`src/rtl/control_unit.sv`:
```
// Multicycle RV32I controller: main FSM with memory wait states, ALU/funct decode,
// immediate-type decode and branch resolution. Halts on unsupported instructions.
module control_unit #(
  parameter int unsigned STATE_WIDTH = 4,
  parameter bit          BNE_EN      = 1'b1
) (
  input  logic                   clk,
  input  logic                   reset,
  input  logic [6:0]             op_code,
  input  logic [2:0]             funct3,
  input  logic [6:0]             funct7,
  input  logic                   Zero,
  output logic                   adr_src,
  output logic                   mem_write,
  output logic                   IR_write,
  output logic                   reg_write,
  output logic                   PC_write,
  output logic [1:0]             result_src,
  output logic [1:0]             alu_src_a,
  output logic [1:0]             alu_src_b,
  output logic [1:0]             imm_src,
  output logic [2:0]             alu_control,
  output logic                   halted,
  output logic                   instr_retired,
  output logic [STATE_WIDTH-1:0] state_dbg
);

  localparam logic [6:0] OP_LOAD   = 7'b0000011;
  localparam logic [6:0] OP_STORE  = 7'b0100011;
  localparam logic [6:0] OP_R      = 7'b0110011;
  localparam logic [6:0] OP_I      = 7'b0010011;
  localparam logic [6:0] OP_JAL    = 7'b1101111;
  localparam logic [6:0] OP_BRANCH = 7'b1100011;
  localparam logic [6:0] OP_JALR   = 7'b1100111;

  localparam logic [2:0] ALU_ADD = 3'b000;
  localparam logic [2:0] ALU_SUB = 3'b001;
  localparam logic [2:0] ALU_AND = 3'b010;
  localparam logic [2:0] ALU_OR  = 3'b011;
  localparam logic [2:0] ALU_XOR = 3'b100;
  localparam logic [2:0] ALU_SLT = 3'b101;

  typedef enum logic [3:0] {
    S_FETCH      = 4'd0,
    S_FETCH_WAIT = 4'd1,
    S_DECODE     = 4'd2,
    S_MEMADR     = 4'd3,
    S_MEMREAD    = 4'd4,
    S_MEMWAIT    = 4'd5,
    S_MEMWB      = 4'd6,
    S_MEMWRITE   = 4'd7,
    S_EXEC_R     = 4'd8,
    S_EXEC_I     = 4'd9,
    S_JAL        = 4'd10,
    S_ALUWB      = 4'd11,
    S_BRANCH     = 4'd12,
    S_HALT       = 4'd13
  } state_t;

  state_t     state, state_next;
  logic       f3_ok, r_f7_ok, alu_ok, br_ok;
  logic [2:0] funct_alu;

  // Legality of the arithmetic and branch encodings, resolved while in DECODE
  always_comb begin
    f3_ok   = (funct3 == 3'b000) || (funct3 == 3'b010) || (funct3 == 3'b100) ||
              (funct3 == 3'b110) || (funct3 == 3'b111);
    r_f7_ok = (funct7 == 7'b0000000) || (funct7 == 7'b0100000);
    alu_ok  = f3_ok && ((op_code != OP_R) || r_f7_ok);
    br_ok   = (funct3 == 3'b000) || ((funct3 == 3'b001) && BNE_EN);
  end

  always_comb begin
    case (funct3)
      3'b000:  funct_alu = (op_code[5] && funct7[5]) ? ALU_SUB : ALU_ADD;
      3'b010:  funct_alu = ALU_SLT;
      3'b100:  funct_alu = ALU_XOR;
      3'b110:  funct_alu = ALU_OR;
      3'b111:  funct_alu = ALU_AND;
      default: funct_alu = ALU_ADD;
    endcase
  end

  always_comb begin
    case (op_code)
      OP_LOAD, OP_I, OP_JALR: imm_src = 2'b00;
      OP_STORE:               imm_src = 2'b01;
      OP_BRANCH:              imm_src = 2'b10;
      OP_JAL:                 imm_src = 2'b11;
      default:                imm_src = 2'b00;
    endcase
  end

  always_ff @(posedge clk or posedge reset) begin
    if (reset) state <= S_FETCH;
    else       state <= state_next;
  end

  always_comb begin
    state_next    = state;
    adr_src       = 1'b0;
    mem_write     = 1'b0;
    IR_write      = 1'b0;
    reg_write     = 1'b0;
    PC_write      = 1'b0;
    result_src    = 2'b00;
    alu_src_a     = 2'b00;
    alu_src_b     = 2'b00;
    alu_control   = ALU_ADD;
    halted        = 1'b0;
    instr_retired = 1'b0;
    case (state)
      S_FETCH: state_next = S_FETCH_WAIT;
      S_FETCH_WAIT: begin
        IR_write   = 1'b1;
        alu_src_b  = 2'b10;
        result_src = 2'b10;
        PC_write   = 1'b1;
        state_next = S_DECODE;
      end
      S_DECODE: begin
        alu_src_a = 2'b01;
        alu_src_b = 2'b01;
        case (op_code)
          OP_LOAD, OP_STORE: state_next = S_MEMADR;
          OP_R:              state_next = alu_ok ? S_EXEC_R : S_HALT;
          OP_I:              state_next = alu_ok ? S_EXEC_I : S_HALT;
          OP_JAL:            state_next = S_JAL;
          OP_BRANCH:         state_next = br_ok ? S_BRANCH : S_HALT;
          default:           state_next = S_HALT;
        endcase
      end
      S_MEMADR: begin
        alu_src_a  = 2'b10;
        alu_src_b  = 2'b01;
        state_next = op_code[5] ? S_MEMWRITE : S_MEMREAD;
      end
      S_MEMREAD: begin
        adr_src    = 1'b1;
        state_next = S_MEMWAIT;
      end
      S_MEMWAIT: begin
        adr_src    = 1'b1;
        state_next = S_MEMWB;
      end
      S_MEMWB: begin
        result_src    = 2'b01;
        reg_write     = 1'b1;
        instr_retired = 1'b1;
        state_next    = S_FETCH;
      end
      S_MEMWRITE: begin
        adr_src       = 1'b1;
        mem_write     = 1'b1;
        instr_retired = 1'b1;
        state_next    = S_FETCH;
      end
      S_EXEC_R: begin
        alu_src_a   = 2'b10;
        alu_control = funct_alu;
        state_next  = S_ALUWB;
      end
      S_EXEC_I: begin
        alu_src_a   = 2'b10;
        alu_src_b   = 2'b01;
        alu_control = funct_alu;
        state_next  = S_ALUWB;
      end
      S_JAL: begin
        alu_src_a  = 2'b01;
        alu_src_b  = 2'b10;
        PC_write   = 1'b1;
        state_next = S_ALUWB;
      end
      S_ALUWB: begin
        reg_write     = 1'b1;
        instr_retired = 1'b1;
        state_next    = S_FETCH;
      end
      S_BRANCH: begin
        alu_src_a     = 2'b10;
        alu_control   = ALU_SUB;
        instr_retired = 1'b1;
        // Zero comes from this cycle's rs1-rs2 subtraction
        PC_write      = (funct3 == 3'b000) ? Zero : !Zero;
        state_next    = S_FETCH;
      end
      S_HALT: halted = 1'b1;
      default: state_next = S_HALT;
    endcase
  end

  assign state_dbg = STATE_WIDTH'(state);

endmodule

```
`config.mk`:
```
export PLATFORM = sky130hd
export DESIGN_NAME = control_unit
export DESIGN_NICKNAME = d
export VERILOG_FILES = /design/src/rtl/control_unit.sv
export SDC_FILE = /design/constraint.sdc
export NUM_CORES = 1
export LEC_CHECK = 0
export CORE_MARGIN = 8
export CORE_UTILIZATION = 35
export CTS_BUF_LIST = sky130_fd_sc_hd__clkbuf_4 sky130_fd_sc_hd__clkbuf_8
export CTS_CLUSTER_DIAMETER = 120
export DETAILED_ROUTE_END_ITERATION = 10
export PLACE_DENSITY_LB_ADDON = 0.05
export SKIP_CTS_REPAIR_TIMING = 1
export SLEW_MARGIN = 40
export SYNTH_ARGS = -nofsm -noshare
export SYNTH_HDL_FRONTEND = slang
export SYNTH_SLANG_ARGS = --single-unit
```
`constraint.sdc`:
```
create_clock -name clk -period 2 [get_ports clk]
set_input_delay 0.4 -clock clk [delete_from_list [all_inputs] [get_ports clk]]
set_output_delay 0.4 -clock clk [all_outputs]
set_load 0.01 [all_outputs]
```
Run 1, the metal 1 layer:
Supply wires on this layer in gray.
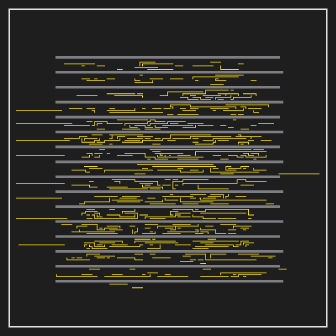
The wires run mostly horizontal. The layer carries 1160 um of wire. The layer holds 37% of the routed length. 175 nets have wire on it. The longest straight run is 18.4 um.
drt total wl: 3138 um
met1 Use GR: 16.06%
DR vias: 1051

Run 1, a small window of the routed layout:
The bar under the picture is 10 um long. Window x 14 to 44, y 14 to 44 um. Cells in gray, sequential cells in the stronger gray; small squares are vias.
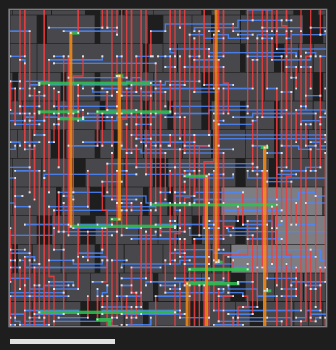
Key: metal 2 = red; metal 1 = blue; metal 4 = orange; metal 3 = green
Most frequent: buf_4 (24), nand2_1 (10), nor2_1 (8). Sequential cells in the window: 3. 105 logic cells have their middle in the window. Netlist names of flops here include `state_dbg` (3).

Run 1, clock wiring as the flow saved it:
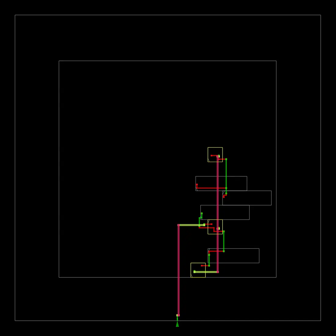
Final Skew: 0.8306 ps
Seq cells: 4
CTS Buf Count: 3
# clk buffers: 3

==> run notes, run 1 <==
yosys + openroad results -> initial antenna violation count=0, First-pass DRT Iterations=4, most common logic cell in the routed design=buf_4, TritonCTS clock tree=yes, # clock sinks=4, EDFF count, synth=0, clock slew at reported path FFs=40 ps, slew at the pin closest to its max-slew limit=420.3 ps, xor/xnor share=2.893%, post-synth net total=114, Comb pwr share=82.2%, CTS H-tree lvls=1, Int Power=930.4 uW, max reg flops=4, Yosys Chip Area=605.6 um2, first-pass GRT wire length=4243 um, worst vdd ir=0.5939 mV, worst r2r src=state_dbg[0], Placement Cell Area=0.001212 mm2, Simple Share, Synth=38.84%, element type at the critical path start=input port, yosys aoi share=34.09%, post-route cell area=0.001401 mm2, Top Layout Cells=buf_4 (34), dlymetal6s2s_1 (19), clkdlybuf4s50_1 (18), Final HPWL DP=1994 um, R2R Setup Slk=570 ps, Net Sw Frac=46.67%, pre-CTS setup slack=-661.1 ps, f_max=478.6 MHz, Final min period=2090 ps, Top cells by area=dfrtp_1 (17%), nand2_1 (8.1%), nor2_1 (6.8%), Ys Warns=0, initial drt markers=23, Final Hold Slack=343.8 ps, final global-route overflow total=0, Cells after Synth=94, largest net degree at the start of global routing=15, Starting Density=36.25%, DR DRC count=0, mux contribution to synthesized area=0%, Max FO, Critical Path=2, Die X=57.60 um, RSZ-0062 raised after global routing=yes, pwr dens=1245 mW/mm2, Adders+Majority by Area=0%, Syn-to-layout area delta=131.4%, most used flip-flop cell=dfrtp_1, sequential power share=11.8%, clk root buf=clkbuf_4, via-per-instance ratio=5.712, number of distinct library cells after synthesis=33, CP Data Required Time=1600 ps, placer congestion estimate=0.8601, ys cells=94, FP Rows=15, IO buf count=41, Late-Pin Clk Latency=240 ps, failing checks=negative setup slack, final worst setup slack=-89.58 ps, Max-area cell share=16.53%, Tot Pwr=1745 uW, cell taking the most area after synthesis=dfrtp_1, final setup violation count=3, max-cap viol count=0, Seq share, synth=16.53%, ANT nets after route=0, Top logic family=simple AND/OR/NAND/NOR gates, IO Pins=42, syn avg cell area=6.442 um2, vias in the first global route=966, Hold Crit Class=input port to asynchronous set/reset pin, Tot GR Track Use=15.48%, final hold vios=0, routed wire length per instance=17.05 um, Rel. slew slack=71.59%, Register-to-Register Path Depth=5, P_leak=0.0008454 uW, switching pwr=814.2 uW, Die Y=57.60 um, chip area=0.003317 mm2, WP data arrival=1690 ps, status=finished with violations, synthesized cell area=605.6 um2, fin nets=189, clock power share=6.0%
run 1: Yosys cell counts (2+ instances only):
| cell | instances |
|---|---|
| a211oi_1 | 5 |
| a21oi_1 | 7 |
| and2_1 | 3 |
| clkbuf_1 | 4 |
| dfrtp_1 | 4 |
| inv_1 | 5 |
| nand2_1 | 13 |
| nand2b_1 | 2 |
| nor2_1 | 11 |
| nor3_1 | 6 |
| nor4_1 | 2 |
| o211ai_1 | 2 |
| o21ai_0 | 6 |
| or3_1 | 2 |
| or4_1 | 3 |
| xnor2_1 | 2 |
run 1: power by group through the flow:
stage	logic [uW]	registers (uW)	clock network (uW)
floorplan	561	182	0
global placement	1220	186	0
detailed placement	1240	189	0
CTS	1250	189	101
global route	1540	216	109
finish	1430	207	104
run 1: cells by family after synthesis:
group	count (synthesis)
buffers and inverters	11
XOR/XNOR	2
AND/OR/NAND/NOR	47
AND-OR/OR-AND	30
flip-flops	4
run 1: critical path, cell delays in order:
cell and delay [ps]:
clkdlybuf4s50_1 440, or3_1 330, a211oi_2 230, and2_1 160, clkbuf_2 130
run 1: through the flow:
| stage | std cells | TNS, ps |
|---|---|---|
| 2_1_floorplan | 94 | 0 |
| 3_3_place_gp | 173 | -2933 |
| 3_5_place_dp | 173 | -3064 |
| 4_1_cts | 176 | -4379 |
| 5_1_grt | 184 | -436.8 |
| 6_report | 184 | -131.9 |
run 1: cell type report:
| type | count | area (um2) |
|---|---|---|
| inverters | 5 | 18.77 |
| clock buffers | 3 | 22.52 |
| fillers | 115 | 269.0 |
| well taps | 17 | 21.27 |
| flip-flops and latches | 4 | 102.6 |
| repair buffers | 76 | 704.4 |
| multi-input cells | 79 | 531.8 |
run 1: per-layer routing:
layer,track usage (%),wire [um],up-vias,share of wire (%)
li1,-,-,493,-
met5,0,0,-,0
met1,16.06,1155,496,37
met3,3.812,200,13,6.4
met2,28.78,1669,49,53
met4,6.071,112,0,3.6
run 1: worst max-delay path by stage:
stage	startpoint	end	slack (ps)	cells after the start
floorplan	op_code[2]	imm_src[1]	200	2
CTS	op_code[2]	imm_src[0]	-660	5
global placement	op_code[2]	imm_src[0]	-610	5
global route	op_code[6]	imm_src[0]	-150	5
finish	op_code[6]	imm_src[0]	-90	5
detailed placement	op_code[2]	imm_src[0]	-660	5
--- run 2 (diff from run 1) ---
PLACE_DENSITY = 0.8   (was default)
PLACE_DENSITY_LB_ADDON = default   (was 0.05)
Run 2, a small window of the routed layout:
The bar under the picture is 10 um long. Window x 14 to 44, y 14 to 44 um. Cells in gray, sequential cells in the stronger gray; small squares are vias.
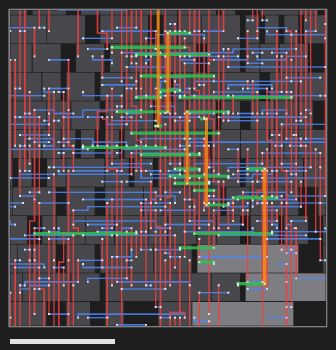
Key: metal 1 = blue; metal 3 = green; metal 2 = red; metal 4 = orange
106 logic cells have their middle in the window. Netlist names of flops here include `state_dbg` (3). Sequential cells in the window: 3. Most frequent: buf_4 (20), nand2_1 (11).

Run 2, wiring by layer:
Only two layers are drawn.
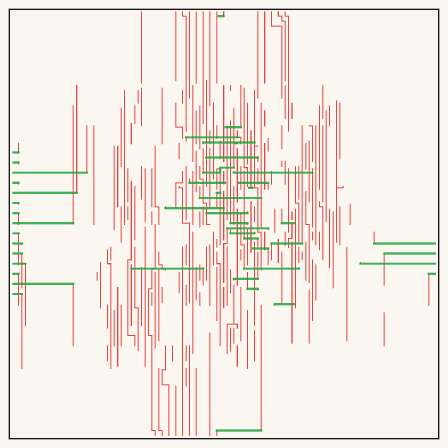
Key: metal 3 = green [wire length 191 um]; metal 2 = red [wire length 1480 um]
DR vias: 1015
Tot GR Track Use: 15.26%
drt total wl: 2739 um

==> run 2 against run 1 <==
Largest power group unchanged. Non-clock buffer count is 6 lower. Combinational power is 9% lower. The run still ends with negative setup slack left. Critical path depth shrank 1. Via count is 3.4% lower. Power down 8.6%. Synthesized cell count unchanged. Register-to-register slack better by 70 ps. Critical path type is now flop to output pin.
==> run notes, run 2 <==
yosys + openroad results -> initial antenna violation count=0, failing checks=negative setup slack, final hold vios=0, RSZ-0062 raised after global routing=yes, final worst setup slack=-181.9 ps, f_max=458.3 MHz, Yosys Chip Area=605.6 um2, post-route cell area=0.001340 mm2, worst vdd ir=0.6125 mV, Final min period=2182 ps, number of distinct library cells after synthesis=33, Fillers=119, max reg flops=4, Tot Pwr=1594 uW, element type at the critical path start=flop, DR DRC count=0, pre-CTS setup slack=-653.0 ps, EDFF count, synth=0, IO Pins=42, Ys Warns=0, initial drt markers=49, most common logic cell in the routed design=buf_4, synthesized cell area=605.6 um2, Die X=57.60 um, Final Skew=4.319 ps, fin nets=183, placer congestion estimate=0.8684, IO buf count=41, placed cell count=172, Max FO, Critical Path=7, Cells after Synth=94, pwr dens=1190 mW/mm2, slew at the pin closest to its max-slew limit=341.6 ps, final setup violation count=5, chip area=0.003317 mm2, Rel. slew slack=76.91%, status=finished with violations, Top Layout Cells=buf_4 (28), clkdlybuf4s50_1 (22), dlymetal6s2s_1 (17), largest net degree at the start of global routing=10, ys cells=94, P_leak=0.0007689 uW, Largest stage delay, worst path=530 ps, Layout Cells excl Fill=178, Syn-to-layout area delta=121.3%, max-cap viol count=0, Die Y=57.60 um, ANT nets after route=0, Top cells by area=dfrtp_1 (17%), nand2_1 (8.1%), nor2_1 (6.8%), First-pass DRT Iterations=4, final global-route overflow total=0, most used flip-flop cell=dfrtp_1, Late-Pin Clk Latency=240 ps, Starting Density=36.25%, vias in the first global route=1005, syn avg cell area=6.442 um2, cell taking the most area after synthesis=dfrtp_1, Sum Neg Setup Slack=-598.5 ps, FP Rows=15, first-pass GRT wire length=4188 um, worst r2r src=state_dbg[0], Seq share, synth=16.53%, routed wire length per instance=15.39 um, Worst path slowest cell=clkdlybuf4s50_1, CP delay by family, top=buffers and inverters, # clock sinks=4, clk root buf=clkbuf_4, clock slew at reported path FFs=40 ps, crit path launch=state_dbg[3], Placement Cell Area=0.001205 mm2
==> run 2: cell count changes in the layout (fill, tap and decap cells not counted), moves of 2 or more <==
cell	change
buf_4	-6
dlymetal6s2s_1	-2
clkbuf_2	-2
clkdlybuf4s50_1	+4
==> run 2: worst reg2reg max path, cell delays in order, from the launching register on <==
cell	delay [ps]
dfrtp_1	410
buf_4	180
and3b_1	190
o21ai_0	220
o211ai_1	130
a31oi_1	150
==> run 2: routing by layer <==
metal	share of wire (%)	up-vias	track usage, %
li1	-	478	-
met1	37	461	15.30
met4	2.1	0	6.429
met3	6.9	10	3.139
met2	54	66	29.26
met5	0	-	0
==> run 2: power breakdown <==
part	internal (uW)	switching (uW)
logic	658	642
registers	129	63.2
clock network	67.2	34.8
total	855	740
==> run 2: worst paths after layout <==
check	end	slack [ps]	cells past startpoint
hold reg to reg	state_dbg[1]	620	1
min in group clk	state_dbg[2]	600	5
setup / recovery	result_src[1]	-180	4
setup reg to reg	state_dbg[0]	640	5
hold / removal	state_dbg[0]	350	2
max in group asynchronous	state_dbg[3]	1490	2
==> run 2: final cells by class <==
class,instances,area [um2],share of cell area (%)
Clock buffer,3,22.52,1.681
Inverter,5,18.77,1.401
Multi-Input combinational cell,79,510.5,38.10
Sequential cell,4,102.6,7.656
Tap cell,17,21.27,1.587
Timing Repair Buffer,70,664.4,49.58
==> run 2: stage by stage <==
step | hold WS, ps | utilization [%]
6_report | 345.6 | 80.22
5_1_grt | 376.9 | 80.22
4_1_cts | 353.6 | 73.48
3_5_place_dp | 601.8 | 72.13
3_3_place_gp | 585.9 | 72.13
2_1_floorplan | 166.1 | -
==> run 2: cell families (layout without fill, tap and decap cells) <==
family | Yosys count | in the layout | share of synthesized area [%]
AOI/OAI and AO/OA | 30 | 30 | 34.09
buffers and inverters | 11 | 78 | 7.644
xor gates and xnor gates | 2 | 2 | 2.893
and+or+nand+nor | 47 | 47 | 38.85
DFF | 4 | 4 | 16.53
Power and IR drop assume default switching activity.
